<file path="src/rtl/hamming_enc_seq.sv">
// Sequencer that drives a shared 8-bit ALU to build a 16-bit Hamming word from 11 data bits.
// Optional ALU arbitration (alu_req/alu_gnt) is enabled by defining HAMMING_ENC_SEQ_ARB_EN.
module hamming_enc_seq (
    input  logic        clk,
    input  logic        rst_n,
    input  logic        start,
    input  logic [10:0] data_in,
    output logic [3:0]  alu_op,
    output logic [7:0]  alu_a,
    output logic [7:0]  alu_b,
    input  logic [7:0]  alu_result,
    output logic        busy,
    output logic        done,
    output logic [7:0]  enc_lsw,
    output logic [7:0]  enc_msw
`ifdef HAMMING_ENC_SEQ_ARB_EN
    ,
    output logic        alu_req,
    input  logic        alu_gnt
`endif
);

    localparam logic [3:0] OP_NOP = 4'b0000;
    localparam logic [3:0] OP_P0  = 4'b1000;
    localparam logic [3:0] OP_P1  = 4'b1001;
    localparam logic [3:0] OP_P2  = 4'b1010;
    localparam logic [3:0] OP_P4  = 4'b1011;
    localparam logic [3:0] OP_P8  = 4'b1100;
    localparam logic [3:0] OP_PKL = 4'b1101;
    localparam logic [3:0] OP_PKM = 4'b1110;

    typedef enum logic [3:0] {
        S_IDLE = 4'd0,
        S_PKL  = 4'd1,
        S_PKM  = 4'd2,
        S_P1   = 4'd3,
        S_P2   = 4'd4,
        S_P4   = 4'd5,
        S_P8   = 4'd6,
        S_P0   = 4'd7,
        S_DONE = 4'd8
    } state_t;

    state_t      state_r;
    state_t      state_nxt_s;
    logic [10:0] dreg_r;
    logic [10:0] dreg_nxt_s;
    logic [7:0]  lsw_acc_r;
    logic [7:0]  lsw_nxt_s;
    logic [7:0]  msw_acc_r;
    logic [7:0]  msw_nxt_s;
    logic        gnt_s;
    logic        compute_s;
    logic        adv_s;
    logic [3:0]  op_nxt_s;
    logic [7:0]  a_nxt_s;
    logic [7:0]  b_nxt_s;
    logic        busy_nxt_s;
    logic        done_nxt_s;
    logic        req_nxt_s;
    logic        req_r;

`ifdef HAMMING_ENC_SEQ_ARB_EN
    assign gnt_s   = alu_gnt;
    assign alu_req = req_r;
`else
    assign gnt_s   = 1'b1;
`endif

    // ALU command belonging to each state; IDLE and DONE leave the ALU idle.
    function automatic logic [3:0] op_of(input state_t s);
        logic [3:0] op;
        case (s)
            S_PKL:   op = OP_PKL;
            S_PKM:   op = OP_PKM;
            S_P1:    op = OP_P1;
            S_P2:    op = OP_P2;
            S_P4:    op = OP_P4;
            S_P8:    op = OP_P8;
            S_P0:    op = OP_P0;
            default: op = OP_NOP;
        endcase
        return op;
    endfunction

    function automatic logic is_compute(input state_t s);
        return (s != S_IDLE) && (s != S_DONE);
    endfunction

    assign compute_s = is_compute(state_r);
    assign adv_s     = compute_s && gnt_s;

    // State register.
    always_ff @(posedge clk or negedge rst_n) begin
        if (!rst_n) begin
            state_r <= S_IDLE;
        end else begin
            state_r <= state_nxt_s;
        end
    end

    // Next-state logic: compute states advance only when the ALU is granted.
    always_comb begin
        state_nxt_s = state_r;
        case (state_r)
            S_IDLE:  state_nxt_s = start ? S_PKL : S_IDLE;
            S_PKL:   state_nxt_s = adv_s ? S_PKM : S_PKL;
            S_PKM:   state_nxt_s = adv_s ? S_P1  : S_PKM;
            S_P1:    state_nxt_s = adv_s ? S_P2  : S_P1;
            S_P2:    state_nxt_s = adv_s ? S_P4  : S_P2;
            S_P4:    state_nxt_s = adv_s ? S_P8  : S_P4;
            S_P8:    state_nxt_s = adv_s ? S_P0  : S_P8;
            S_P0:    state_nxt_s = adv_s ? S_DONE : S_P0;
            S_DONE:  state_nxt_s = S_IDLE;
            default: state_nxt_s = S_IDLE;
        endcase
    end

    // Accumulator update: capture or merge the ALU result of the current compute state.
    always_comb begin
        dreg_nxt_s = dreg_r;
        lsw_nxt_s  = lsw_acc_r;
        msw_nxt_s  = msw_acc_r;
        case (state_r)
            S_IDLE: begin
                if (start) begin
                    dreg_nxt_s = data_in;
                    lsw_nxt_s  = 8'h00;
                    msw_nxt_s  = 8'h00;
                end else begin
                    dreg_nxt_s = dreg_r;
                end
            end
            S_PKL: begin
                if (adv_s) lsw_nxt_s = alu_result;
                else       lsw_nxt_s = lsw_acc_r;
            end
            S_PKM: begin
                if (adv_s) msw_nxt_s = alu_result;
                else       msw_nxt_s = msw_acc_r;
            end
            S_P1, S_P2, S_P4: begin
                if (adv_s) lsw_nxt_s = lsw_acc_r | alu_result;
                else       lsw_nxt_s = lsw_acc_r;
            end
            S_P8: begin
                if (adv_s) msw_nxt_s = msw_acc_r | {7'b0000000, alu_result[0]};
                else       msw_nxt_s = msw_acc_r;
            end
            S_P0: begin
                if (adv_s) lsw_nxt_s = lsw_acc_r | {7'b0000000, alu_result[0]};
                else       lsw_nxt_s = lsw_acc_r;
            end
            default: begin
                dreg_nxt_s = dreg_r;
            end
        endcase
    end

    // Output decode from the upcoming state so that the registered ALU bus lines up with it.
    always_comb begin
        op_nxt_s   = op_of(state_nxt_s);
        a_nxt_s    = 8'h00;
        b_nxt_s    = 8'h00;
        busy_nxt_s = (state_nxt_s != S_IDLE);
        done_nxt_s = (state_nxt_s == S_DONE);
        req_nxt_s  = is_compute(state_nxt_s);
        if (state_nxt_s == S_P0) begin
            a_nxt_s = lsw_nxt_s;
            b_nxt_s = msw_nxt_s;
        end else if (is_compute(state_nxt_s)) begin
            a_nxt_s = dreg_nxt_s[7:0];
            b_nxt_s = {5'b00000, dreg_nxt_s[10:8]};
        end else begin
            a_nxt_s = 8'h00;
            b_nxt_s = 8'h00;
        end
    end

    // Datapath and output registers.
    always_ff @(posedge clk or negedge rst_n) begin
        if (!rst_n) begin
            dreg_r    <= 11'h000;
            lsw_acc_r <= 8'h00;
            msw_acc_r <= 8'h00;
            alu_op    <= 4'b0000;
            alu_a     <= 8'h00;
            alu_b     <= 8'h00;
            busy      <= 1'b0;
            done      <= 1'b0;
            req_r     <= 1'b0;
        end else begin
            dreg_r    <= dreg_nxt_s;
            lsw_acc_r <= lsw_nxt_s;
            msw_acc_r <= msw_nxt_s;
            alu_op    <= op_nxt_s;
            alu_a     <= a_nxt_s;
            alu_b     <= b_nxt_s;
            busy      <= busy_nxt_s;
            done      <= done_nxt_s;
            req_r     <= req_nxt_s;
        end
    end

`ifndef HAMMING_ENC_SEQ_ARB_EN
    logic unused_req_s;
    assign unused_req_s = req_r;
`endif

    assign enc_lsw = lsw_acc_r;
    assign enc_msw = msw_acc_r;

endmodule

</file>
<file path="config.mk">
export PLATFORM = sky130hd
export DESIGN_NAME = hamming_enc_seq
export DESIGN_NICKNAME = d
export VERILOG_FILES = /design/src/rtl/hamming_enc_seq.sv
export SDC_FILE = /design/constraint.sdc
export NUM_CORES = 1
export LEC_CHECK = 0
export CORE_ASPECT_RATIO = 1.4
export CORE_MARGIN = 3
export CORE_UTILIZATION = 35
export CTS_BUF_LIST = sky130_fd_sc_hd__clkbuf_8
export DETAILED_ROUTE_END_ITERATION = 10
export HOLD_SLACK_MARGIN = 0.03
export PLACE_DENSITY = 0.63
export SETUP_SLACK_MARGIN = 0.3
export SLEW_MARGIN = 25
export SYNTH_ARGS = -nofsm -noshare
export SYNTH_HDL_FRONTEND = slang
export SYNTH_SLANG_ARGS = --single-unit
</file>
<file path="constraint.sdc">
create_clock -name clk -period 1.9 [get_ports clk]
set_input_delay 0.38 -clock clk [delete_from_list [all_inputs] [get_ports clk]]
set_output_delay 0.38 -clock clk [all_outputs]
set_load 0.02 [all_outputs]
</file>
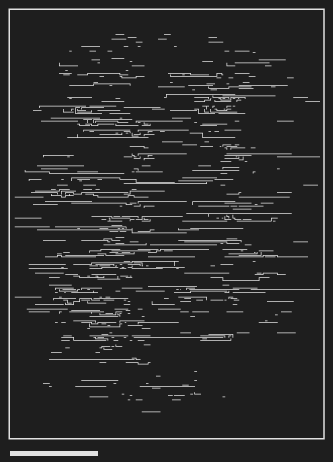
(images/layer_met1.png)
Scale bar: 20 µm.
The longest straight run is 23.9 µm. The layer holds 41% of the routed length.
M1 GR Usage: 17.72%
via count: 1454

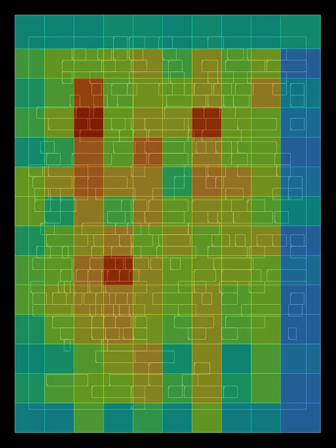
(images/congestion.png)
Most Crowded Layer GR: met2
Routed WL per cell: 16.67 µm

==> flow_metrics.tcl <==
# metrics dict for downstream scripts
set metrics [dict create \
    fin_area_um2 2884 \
    fp.coreArea_um2 5645 \
    p_sw_mw 1.950 \
    cts_max_path_buffers 2 \
    synth.yosys.warnings 0 \
    top_register "dreg_r" \
    chip_area_um2 6970 \
    sw_frac_of_total_pct 38.86 \
    seq_share_pct 46.12 \
    drc 0 \
    drt_iter0_drc 74 \
    syn-mean-instance-area_um2 13.89 \
    muxShareOfSynthArea_pct 5.907 \
    numCtsBuffers 5 \
    layout_top_cell "dfrtp_1" \
    ctsResizeCount 45 \
    adder_share_pct 0 \
    logic_gates 85 \
    seq_cells 53 \
    buffer_area_share_pct 22.78 \
    status "completed" \
    fp-row-count 32 \
    antenna_found_initial 0 \
    top_cells_by_area "dfrtp_1 63%, mux2_2 5.9%, a22o_1 5.8%, and2_1 5.4%, a221o_1 5.3%" \
    yosys_register_bits 53 \
    clock_latency_ps 300 \
    syn-cell-area_um2 2097 \
    period_needed_ps 1597 \
    worstMarginPinSlew_ps 626.3 \
    power_frac_seq_pct 38.9 \
    most_common_cell "dfrtp_1" \
    xor_share_pct 0.8353 \
    cp-start-kind "register" \
    synthTopLogicFamily "AND-OR/OR-AND gates" \
    globalRouteOverflowTotal 0 \
    powerSeq_mw 1.95 \
    netlist_instances 151 \
    total_power_mw 5.017 \
    finalSetupViolations 0 \
    synthSimpleGateAreaFrac_pct 11.04 \
    synth.top_cell.area_share_pct 63.25 \
    worst_slack_ps 303.1 \
    clock_buffer_count 5 \
    buffers 72 \
    finalCritPeriodShare_pct 84.05 \
    whs_ps 16.74 \
    tap_cells 68 \
    antenna_cells 0 \
    placed_cell_area_um2 2790 \
    gp_congestion 0.7690 \
    grt_pass1_wl_um 7976 \
    crit_required_ps 2090 \
    post-dp-hpwl_um 3508 \
    grt_usage_pct 14.31 \
    skew_ps 6.676 \
    slew-limit-headroom_pct 57.97 \
    intPower_mw 3.067 \
    die.size.y_um 97.59 \
    ys_area_um2 2097 \
    drv_cap 0 \
    synth_cell_type_count 30 \
    grt_pass1_vias 1591 \
    min_path_type "input pin to asynchronous set/reset pin" \
    cts.clk_slew.worst_paths_ps 100 \
    grt_max_degree 35 \
    htree_levels 2 \
    totalNegativeSetupSlack_ps 0 \
    path_max_fanout 22 \
    cts_setup_buffers 1 \
    grt.met3_usage_pct 3.313 \
    regArea_um2 1330 \
    synthTopCellsByCount "53 x dfrtp_1, 18 x and2_1, 14 x a22o_1" \
    ys_seq_share_pct 63.25 \
    numPortBuffers 59 \
    final_cell_mix "50 x dfrtp_1, 39 x dlygate4sd2_1, 19 x clkdlybuf4s50_1" \
    nNonClkInverters 2 \
    comb_area_share_pct 24.86 \
    slew_viol_final 0 \
    async_flop_share_pct 100.0 \
    fin_nets 241 \
    ant_nets 0 \
    grt_setup_unrepaired "yes" \
    worstSetupPathType "register to register" \
    top_area_cell "dfrtp_1" \
    p_leak_nw 1.350 \
    pre_cts_slack_ps -124.0 \
    ys.flop_type "dfrtp_1" \
    final_cells 288 \
    first_pass_iters 4 \
    io_pins 60 \
    power-top-group "combinational cells" \
    p_comb_mw 2.44 \
    largest_register_ffs 11 \
    clock_sinks 53 \
    ys_cells 151 \
    via_per_inst 5.049 \
    timing.fmax_mhz 626.2 \
    synthAoiAreaFrac_pct 15.27 \
    power_clock_uw 626 \
    p_comb_share_pct 48.6 \
    hold_viol_final 0 \
    cts_root_buf "clkbuf_8" \
    die_w_um 71.42 \
    clock_power_share_pct 12.5 \
    syn2layout_area_growth_pct 37.53 \
    dp.cells 276 \
    cts_hold_buf 0 \
    logic_area_um2 716.9 \
    cts_tree "built" \
    synth.net_count 173 \
    largest_class "flip-flops and latches" \
    warnings 27 \
    synth-edff-count 0 \
    drive_above_1_share_pct 18.64 \
    fillers 490 \
    ir_drop_uv 749.5 \
    power_density_nw_per_um2 1740 \
    worstSetupEndpointType "register" \
    clkCellAreaFrac_pct 3.037 \
    arrival_ps 1780 \
]
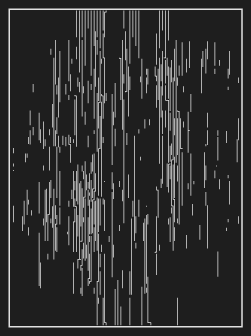
(images/layer_met2.png)
The wires run mostly vertical. The longest straight run is 38.1 µm. The layer holds 53% of the routed length. The layer carries 2530 µm of wire. 219 nets have wire on it.
drt total wl: 4802 µm
GRT met2 Usage: 24.43%

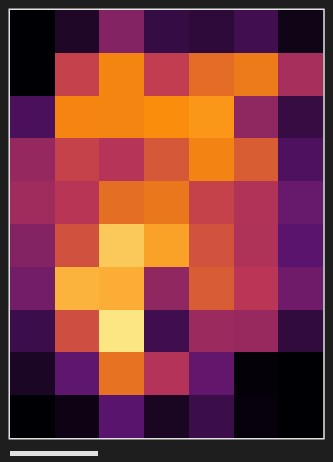
(images/cell_density.png)
Scale bar: 20 µm. The die is cut into 7 by 10 equal tiles; black is low, pale yellow is high, 0 to 100% covered.
10% of the tiles are over 75% full. The mean over all tiles is 40%. 10% of the tiles are nearly empty.
Floorplan Utilization: 37.15%
Core Util, Final: 51.09%

[routing by layer]
| layer | part of all wire, % | vias to the layer above |
|---|---|---|
| met5 | 0 | - |
| met4 | 1.3 | 0 |
| met3 | 4.5 | 8 |
| met2 | 53 | 42 |
| met1 | 41 | 716 |
| li1 | - | 688 |
[final timing paths]
kind                            slack, ps  cells past startpoint       start         end
worst max-delay path                  300                      5  state_r[2]   dreg_r[2]
worst min-delay path                   20                      1       rst_n    alu_a[1]
worst max register to register        300                      5  state_r[2]   dreg_r[2]
worst min register to register        510                      1  dreg_r[10]    alu_b[2]
max in group asynchronous            1340                      2       rst_n  state_r[0]
min in group clk                      510                      1  dreg_r[10]    alu_b[2]
[critical path, stage by stage, from the launching register on]
cell and delay, ps:
dfrtp_1 390, buf_4 150, nor3_4 210, and2_1 210, buf_12 170, mux2_2 350
Power and IR drop assume default switching activity.
